===== src/rtl/fpu_operand_stage.sv =====
// FP operand fetch stage: 64x32 register file plus a single-entry output register toward the FPU.
// Optional macro FPU_OPSTAGE_BYPASS_EN enables writeback bypass on capture and refresh of held operands.
module fpu_operand_stage (
    input  logic        clk,
    input  logic        rstn,
    input  logic        in_valid,
    output logic        in_ready,
    input  logic [3:0]  in_ctrl,
    input  logic [5:0]  in_ds,
    input  logic [5:0]  in_dt,
    input  logic [5:0]  in_dd,
    input  logic [15:0] in_imm,
    input  logic [5:0]  wb_addr,
    input  logic [31:0] wb_val,
    output logic        out_valid,
    input  logic        out_ready,
    output logic [3:0]  ctrl,
    output logic [31:0] ds_val,
    output logic [31:0] dt_val,
    output logic [5:0]  dd,
    output logic [15:0] imm
);

`ifdef FPU_OPSTAGE_BYPASS_EN
    localparam bit BYPASS_EN = 1'b1;
`else
    localparam bit BYPASS_EN = 1'b0;
`endif

    logic [31:0] rf [64];
    logic [5:0]  ds_idx;
    logic [5:0]  dt_idx;
    logic        wb_hit;
    logic        accept;
    logic [31:0] ds_cap;
    logic [31:0] dt_cap;
    logic        ds_refresh;
    logic        dt_refresh;

    // Handshake: a transfer happens on an edge where valid && ready; the output side
    // holds everything stable while out_valid && !out_ready (only operand refresh may change).
    assign in_ready = !out_valid || out_ready;
    assign accept   = in_valid && in_ready;
    assign wb_hit   = (wb_addr != 6'd0);

    always_comb begin
        ds_cap = '0;
        dt_cap = '0;
        if (in_ds != 6'd0)
            ds_cap = (BYPASS_EN && wb_hit && in_ds == wb_addr) ? wb_val : rf[in_ds];
        if (in_dt != 6'd0)
            dt_cap = (BYPASS_EN && wb_hit && in_dt == wb_addr) ? wb_val : rf[in_dt];
    end

    // A held index is never 0 when it matches a nonzero wb_addr, so register 0 stays zero.
    assign ds_refresh = BYPASS_EN && wb_hit && (ds_idx == wb_addr);
    assign dt_refresh = BYPASS_EN && wb_hit && (dt_idx == wb_addr);

    always_ff @(posedge clk or negedge rstn) begin
        if (!rstn) begin
            for (int i = 0; i < 64; i++) rf[i] <= '0;
        end else if (wb_hit) begin
            rf[wb_addr] <= wb_val;
        end
    end

    always_ff @(posedge clk or negedge rstn) begin
        if (!rstn) begin
            out_valid <= 1'b0;
            ctrl      <= '0;
            ds_val    <= '0;
            dt_val    <= '0;
            dd        <= '0;
            imm       <= '0;
            ds_idx    <= '0;
            dt_idx    <= '0;
        end else if (accept) begin
            out_valid <= 1'b1;
            ctrl      <= in_ctrl;
            ds_val    <= ds_cap;
            dt_val    <= dt_cap;
            dd        <= in_dd;
            imm       <= in_imm;
            ds_idx    <= in_ds;
            dt_idx    <= in_dt;
        end else if (out_ready) begin
            out_valid <= 1'b0;
        end else if (out_valid) begin
            if (ds_refresh) ds_val <= wb_val;
            if (dt_refresh) dt_val <= wb_val;
        end
    end

endmodule


===== config.mk =====
export PLATFORM = sky130hd
export DESIGN_NAME = fpu_operand_stage
export DESIGN_NICKNAME = d
export VERILOG_FILES = /design/src/rtl/fpu_operand_stage.sv
export SDC_FILE = /design/constraint.sdc
export NUM_CORES = 2
export LEC_CHECK = 0
export CAP_MARGIN = 20
export CORE_ASPECT_RATIO = 1.2
export CORE_MARGIN = 8
export CORE_UTILIZATION = 57
export CTS_CLUSTER_DIAMETER = 120
export DETAILED_ROUTE_END_ITERATION = 6
export PLACE_DENSITY = 0.89
export SYNTH_ARGS = -nofsm -noshare
export SYNTH_HDL_FRONTEND = slang
export SYNTH_SLANG_ARGS = --single-unit

===== constraint.sdc =====
create_clock -name clk -period 1.95 [get_ports clk]
set_input_delay 0.39 -clock clk [delete_from_list [all_inputs] [get_ports clk]]
set_output_delay 0.39 -clock clk [all_outputs]
set_load 0.02 [all_outputs]

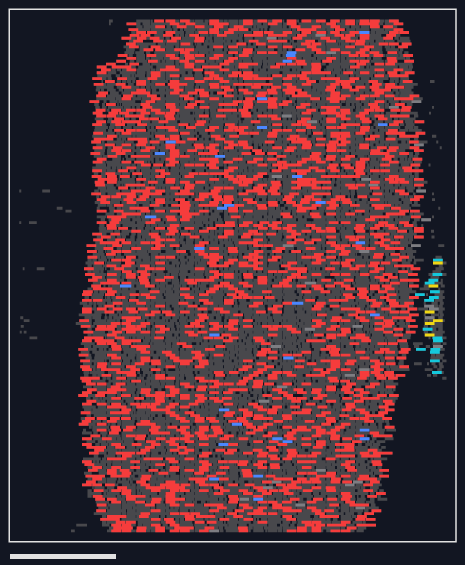
flops_by_reg.png
The bar under the picture is 100 um long. Other sequential cells in the stronger grey, the rest of the logic in the fainter grey.
| signal | colour | sequential cells |
|---|---|---|
| `rf` | red | 2,048 |
| `dd` | yellow | 6 |
| `dt_val` | blue | 32 |
| `imm` | cyan | 16 |
power consumed by sequential cells: 61.9 mW
register area: 53,600 um^2
sequential portion of the cell area: 39.4%

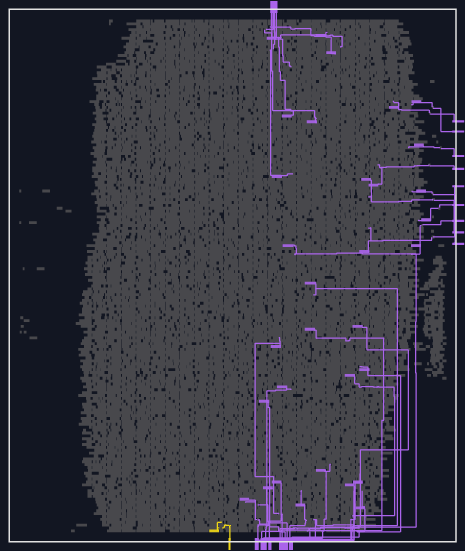
io_fan.png
| port | colour | bits | direction | edge | end cells | buffers | wire |
|---|---|---|---|---|---|---|---|
| `ds_val` | purple | 32 | output | 17 south, 9 east, 6 north | 32 | 32 | 5,360 um |
| `out_valid` | yellow | 1 | output | south | 1 | 2 | 40.3 um |

==> tab_implementation.tex <==
% Synthesis and place-and-route results
\begin{tabular}{lr}
\hline
Metric & Value \\
\hline
\multicolumn{2}{l}{\textbf{Pwr}} \\
\quad VDD IR-drop max & 1080 uV \\
\quad Power share of the sequential group & 44.6\% \\
\multicolumn{2}{l}{\textbf{Run status}} \\
\quad Outcome & complete, but fails checks \\
\quad Failing checks & DRC, setup timing \\
\multicolumn{2}{l}{\textbf{Cells and area}} \\
\quad Bufs w/o clock & 1,438 \\
\quad Non-clock inverter count in the final layout & 5 \\
\quad MI comb area & 57,100 um\^{}2 \\
\multicolumn{2}{l}{\textbf{Run}} \\
\quad Number of warnings in the stage logs & 44 \\
\quad Max-cap check violation count & 0 \\
\multicolumn{2}{l}{\textbf{Final timing}} \\
\quad Fin worst setup slack & -0.540 ns \\
\quad Setup-violating endpoint count in the final report & 413 \\
\quad Transition time of the tightest slew-check pin & 1.24 ns \\
\quad Final Max-Slew Violation Tally & 0 \\
\multicolumn{2}{l}{\textbf{Drt}} \\
\quad Average wire per standard cell & 43.4 um \\
\quad Uppermost metal layer occupied by signal nets & met5 \\
\quad Total routed wire length on the met1 layer & 135,000 um \\
\quad Total iterations of the first detailed-routing run & 7 \\
\quad Number of remaining DRC errors & 48 \\
\quad Total number of vias & 90,000 \\
\multicolumn{2}{l}{\textbf{Global route}} \\
\quad Remaining Overflow, GRT & 0 \\
\quad Via count of the first global-routing pass & 91,600 \\
\quad Met1 track demand over resource in global routing & 45.8\% \\
\multicolumn{2}{l}{\textbf{Critical path}} \\
\quad Capture point of the worst path & dt\_val[24] \\
\hline
\end{tabular}
Power is estimated from default activity; no workload was simulated.
